**src/rtl/axis_h2c_byte_unpacker.sv**
```systemverilog
// Host-to-card AXI-Stream byte unpacker: 64-bit beats in, one kept byte per cycle out.
// Keeps byte and packet statistics counters for CSR readback.
module axis_h2c_byte_unpacker #(
  parameter int DATA_WIDTH  = 64,
  parameter int KEEP_WIDTH  = DATA_WIDTH / 8,
  parameter int COUNT_WIDTH = 32
) (
  input  logic                   clock,
  input  logic                   reset_n,
  input  logic [DATA_WIDTH-1:0]  AXIS_H2C_tdata,
  input  logic [KEEP_WIDTH-1:0]  AXIS_H2C_tkeep,
  input  logic                   AXIS_H2C_tlast,
  input  logic                   AXIS_H2C_tvalid,
  output logic                   AXIS_H2C_tready,
  output logic [7:0]             BYTE_tdata,
  output logic                   BYTE_tlast,
  output logic                   BYTE_tvalid,
  input  logic                   BYTE_tready,
  input  logic                   stats_clear,
  output logic [COUNT_WIDTH-1:0] byte_count,
  output logic [COUNT_WIDTH-1:0] packet_count
);

  logic [DATA_WIDTH-1:0] hold_data;
  logic [KEEP_WIDTH-1:0] remaining;
  logic [KEEP_WIDTH-1:0] lowest_bit;
  logic                  hold_last;
  logic                  single_lane;
  logic                  out_hs;
  logic                  in_hs;
  logic                  empty_pkt;
  logic [7:0]            sel_byte;
  logic [1:0]            pkt_inc;

  assign lowest_bit  = remaining & (~remaining + KEEP_WIDTH'(1));
  assign single_lane = (remaining != '0) && ((remaining & (remaining - KEEP_WIDTH'(1))) == '0);

  // Scanning from the top lane down leaves the lowest kept lane as the final assignment.
  always_comb begin
    sel_byte = '0;
    for (int i = KEEP_WIDTH - 1; i >= 0; i--) begin
      if (remaining[i]) sel_byte = hold_data[8*i +: 8];
    end
  end

  assign BYTE_tdata  = sel_byte;
  assign BYTE_tvalid = (remaining != '0);
  assign BYTE_tlast  = hold_last && single_lane;

  // Refill is allowed in the same cycle the final byte leaves, so beats run back-to-back.
  assign AXIS_H2C_tready = (remaining == '0) || (BYTE_tready && single_lane);

  assign out_hs    = BYTE_tvalid && BYTE_tready;
  assign in_hs     = AXIS_H2C_tvalid && AXIS_H2C_tready;
  assign empty_pkt = in_hs && (AXIS_H2C_tkeep == '0) && AXIS_H2C_tlast;
  assign pkt_inc   = {1'b0, out_hs && BYTE_tlast} + {1'b0, empty_pkt};

  always_ff @(posedge clock or negedge reset_n) begin
    if (!reset_n) begin
      hold_data <= '0;
      remaining <= '0;
      hold_last <= 1'b0;
    end else if (in_hs) begin
      hold_data <= AXIS_H2C_tdata;
      remaining <= AXIS_H2C_tkeep;
      hold_last <= AXIS_H2C_tlast;
    end else if (out_hs) begin
      remaining <= remaining & ~lowest_bit;
    end
  end

  // A clear coinciding with an increment takes priority and leaves the counters at zero.
  always_ff @(posedge clock or negedge reset_n) begin
    if (!reset_n) begin
      byte_count   <= '0;
      packet_count <= '0;
    end else if (stats_clear) begin
      byte_count   <= '0;
      packet_count <= '0;
    end else begin
      if (out_hs) byte_count <= byte_count + COUNT_WIDTH'(1);
      packet_count <= packet_count + COUNT_WIDTH'(pkt_inc);
    end
  end

endmodule
```
**config.mk**
```make
export PLATFORM = sky130hd
export DESIGN_NAME = axis_h2c_byte_unpacker
export DESIGN_NICKNAME = d
export VERILOG_FILES = /design/src/rtl/axis_h2c_byte_unpacker.sv
export SDC_FILE = /design/constraint.sdc
export NUM_CORES = 1
export LEC_CHECK = 0
export CAP_MARGIN = 5
export CORE_MARGIN = 4
export CORE_UTILIZATION = 55
export DETAILED_ROUTE_END_ITERATION = 8
export HOLD_SLACK_MARGIN = 0.06
export PLACE_DENSITY = 0.86
export SYNTH_ARGS = -nofsm -noshare
export SYNTH_HDL_FRONTEND = slang
export SYNTH_SLANG_ARGS = --single-unit
```
**constraint.sdc**
```tcl
create_clock -name clock -period 8.9 [get_ports clock]
set_input_delay 0.89 -clock clock [delete_from_list [all_inputs] [get_ports clock]]
set_output_delay 0.89 -clock clock [all_outputs]
set_load 0.01 [all_outputs]
```
**The clock network**

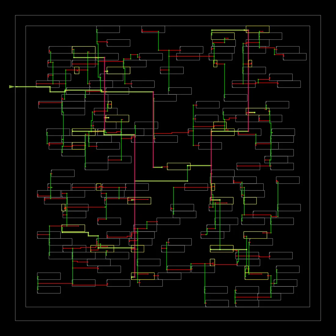
clk pwr: 622 µW
CTS sink count: 137

**Signal wires on met1**

Supply wires on this layer in grey.
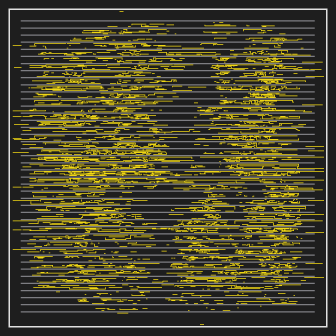
main direction: horizontal
wire length on this layer: 7400 µm

**Zoomed window**

The bar under the picture is 10 µm long. Window x 46 to 76, y 46 to 76 µm. Cells in grey, sequential cells in the stronger grey; small squares are vias.
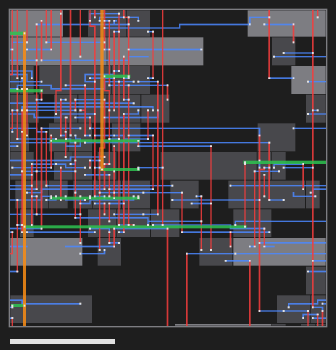
legend:
  met3:
    colour: green
  met4:
    colour: orange
  met2:
    colour: red
  met1:
    colour: blue
netlist names of flops here include: packet_count (2), remaining (2)
sequential cells in the window: 6
most frequent: dfrtp_1 (6), nor2_1 (4), o21ai_0 (4)
cells with their middle in the window: 50

==> out/results.tsv <==
stage	metric	value	unit
finish	syn2layout_area_growth	28.41	%
global_routing	antenna_found_initial	0	
cts	htreeDepth	4	
finish	nonClkBufAreaFrac	16.95	%
synth	synth_area_per_cell	10.84	µm²
final_timing	drv_slew	0	
floorplanning	die_w	121.2	µm
cts	root_buffer	clkbuf_16	
pwr	p_int	1.837	mW
finish	nets	863	
placed_design	hpwl	12.13	mm
finish	fill_cells	858	
finish	regArea	0.003428	mm²
pwr	leakagePower	3.696	nW
global_routing	grt_pass1_wl	28.55	mm
setup_path	endpoint_kind	flip-flop	
setup_path	worstPathMaxFanout	20	
pwr	peakVddDrop	0.2101	mV
floorplanning	coreArea	0.01257	mm²
synth	syn_area	0.007043	mm²
floorplanning	placement_rows	41	
finish	buffers	154	
synth	ys_chip_area	0.007043	mm²
floorplanning	die_area	0.01468	mm²
setup_path	reg2reg_slack	4.54	ns
synth	netlist_top_cells_count	dfrtp_1, mux2_4, a21oi_1	
global_routing	grt_pass1_vias	5600	
cts	cts_buffers	17	
synth	synthFlopType	dfrtp_1	
cts	cts_max_path_buffers	2	
global_routing	grt_usage	24.45	%
synth	yosysUniqueCellTypes	47	
synth	async_flop_share	100.0	%
job	cap_viol_max_count	0	
cts	cts_setup_buffers	0	
synth	synth_top_cell_by_area	dfrtp_1	
pwr	p_seq_share	36.9	%
final_timing	fin_ws	4.541	ns
synth	edf_count	0	
synth	synth.area.top_cells	dfrtp_1, mux2_4, a21oi_1	
placed_design	place_area	0.008526	mm²
pwr	power_switching	890.2	µW
setup_path	reg2reg_to	packet_count[30]	
finish	largestClassByArea	flip-flops and latches	
pwr	p_comb_share	40.3	%
finish	clk_share	5.728	%
drt	post_drt_wl_per_cell	17.99	µm
cts	insertion_delay	0.42	ns
synth	yosys_cells	650	
floorplanning	die_h	121.2	µm
setup_path	r2r-start	remaining[5]	
final_timing	hold_viol_final	0	
finish	design.seq.count	137	
finish	nNonClkInverters	31	
final_timing	skew	0.004058	ns
finish	final_area	0.009044	mm²
drt	vias_per_cell	5.849	
finish	layout-drive-gt1-share	11.48	%
placed_design	pre_cts_ws	4.331	ns
finish	nMultiInputCombCells	441	
global_routing	grt_max_degree	83	
synth	top_area_share	48.68	%
pwr	p_clk_share	22.8	%
final_timing	setup-violations-final	0	
finish	nClkBuffers	27	
global_routing	grt-ovfl-total	0	
run_status	run_status	complete, no violations	
final_timing	fin_setup_tns	0	ns
finish	comb_share	35.75	%
setup_path	rr_worst_depth	13	
pwr	p_sw_share	32.64	%
drt	drtAntennaViolNets	0	
worst_hold_path	hp-class	in2async	
floorplanning	nWellTaps	172	
synth	numSynthFlops	137	
drt	drt-initial-drc-count	670	
cts	clkSlewWorstSetupHoldPaths	0.05	ns
setup_path	cp.required	9.16	ns
synth	top_cell	dfrtp_1	
final_timing	finalClockPeriodUsage	48.98	%
final_timing	fin_crit	4.359	ns
final_timing	clock.fmax	229.4	MHz
setup_path	worst-endpoint-arrival	4.62	ns
placed_design	io_buffers	152	
finish	num_antenna_cells	0	
finish	final_cell_mix	clkdlybuf4s50_1, dfrtp_1, mux2_4	
final_timing	slew_headroom	18.98	%
finish	logic_area	0.003233	mm²
synth	postSynthCellCount	650	
setup_path	critPathLaunchType	flip-flop	
synth	ys_warn_count	0	
cts	cts_tree	yes	
**Metal 4**

Supply wires on this layer in grey.
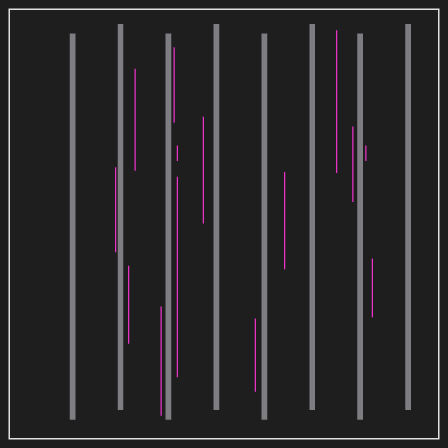
longest straight run: 56.4 µm
main direction: vertical
wire length on this layer: 345 µm
nets with wire on the layer: 11
share of all routed wire: 2.0%
routed vias: 5644
final WL: 17.36 mm

**Metal layers overlaid**

Only two layers are drawn.
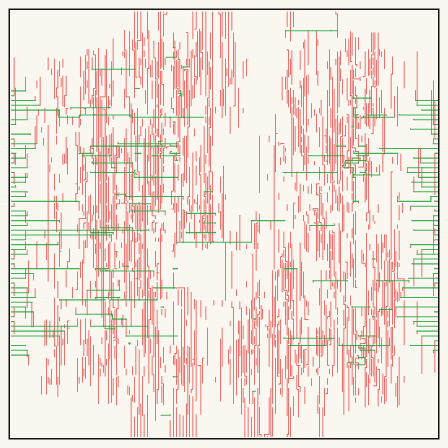
legend:
  met2:
    colour: red
    wire_length: 8370 µm
  met3:
    colour: green
    wire_length: 1240 µm

-- per-layer routing --
layer | vias up | GRT usage (%) | routed length, µm
met5 | - | 0 | 0
met4 | 0 | 9.174 | 345
met3 | 36 | 5.874 | 1242
met2 | 254 | 38.59 | 8369
met1 | 2780 | 32.95 | 7399
li1 | 2574 | - | -
-- power groups by stage --
stage	logic [mW]	registers, mW	clock network (mW)
floorplan	0.899	0.888	0
global placement	1.06	0.993	0
detailed placement	1.09	1.01	0
CTS	1.10	1.00	0.632
global route	1.17	1.03	0.660
finish	1.10	1.01	0.622
-- stage by stage --
stage	hold WS (ns)	instances	util, %
after floorplan	0.4581	650	-
after global placement	0.4688	935	67.83
after detailed placement	0.4795	935	67.83
after CTS	0.4370	965	71.96
after global routing	0.4568	965	71.96
final	0.4259	965	71.96
-- cell families (layout without fill, tap and decap cells) --
logic type               after synthesis  after routing  synth area share, %
AND-OR/OR-AND                        127            127                11.14
XOR/XNOR                              42             42                5.223
adder cells (fa/ha/maj)                3              3               0.6395
buffers and inverters                 72            215                5.525
flip-flops                           137            137                48.68
multiplexers                          65             65                13.59
AND/OR/NAND/NOR                      204            204                15.21
-- registers in the layout (all words and copies together), names as in the netlist --
name / cells
remaining: 8
packet_count: 32
hold_data: 64
hold_last: 1
byte_count: 32
-- worst max-delay path, cell delays in order, from the launching register on --
cell      delay (ns)
dfrtp_1         0.61
or4_1           0.78
or2_0           0.27
o32a_1          0.23
a21boi_4        0.17
nand4_1         0.13
fa_1            0.44
inv_1           0.07
ha_1            0.19
and4_1          0.25
nand3_1         0.35
nor4_1          0.46
xnor2_1         0.18
nor2_1          0.05
Power figures rest on the tool's default switching activity, not on a simulated workload.
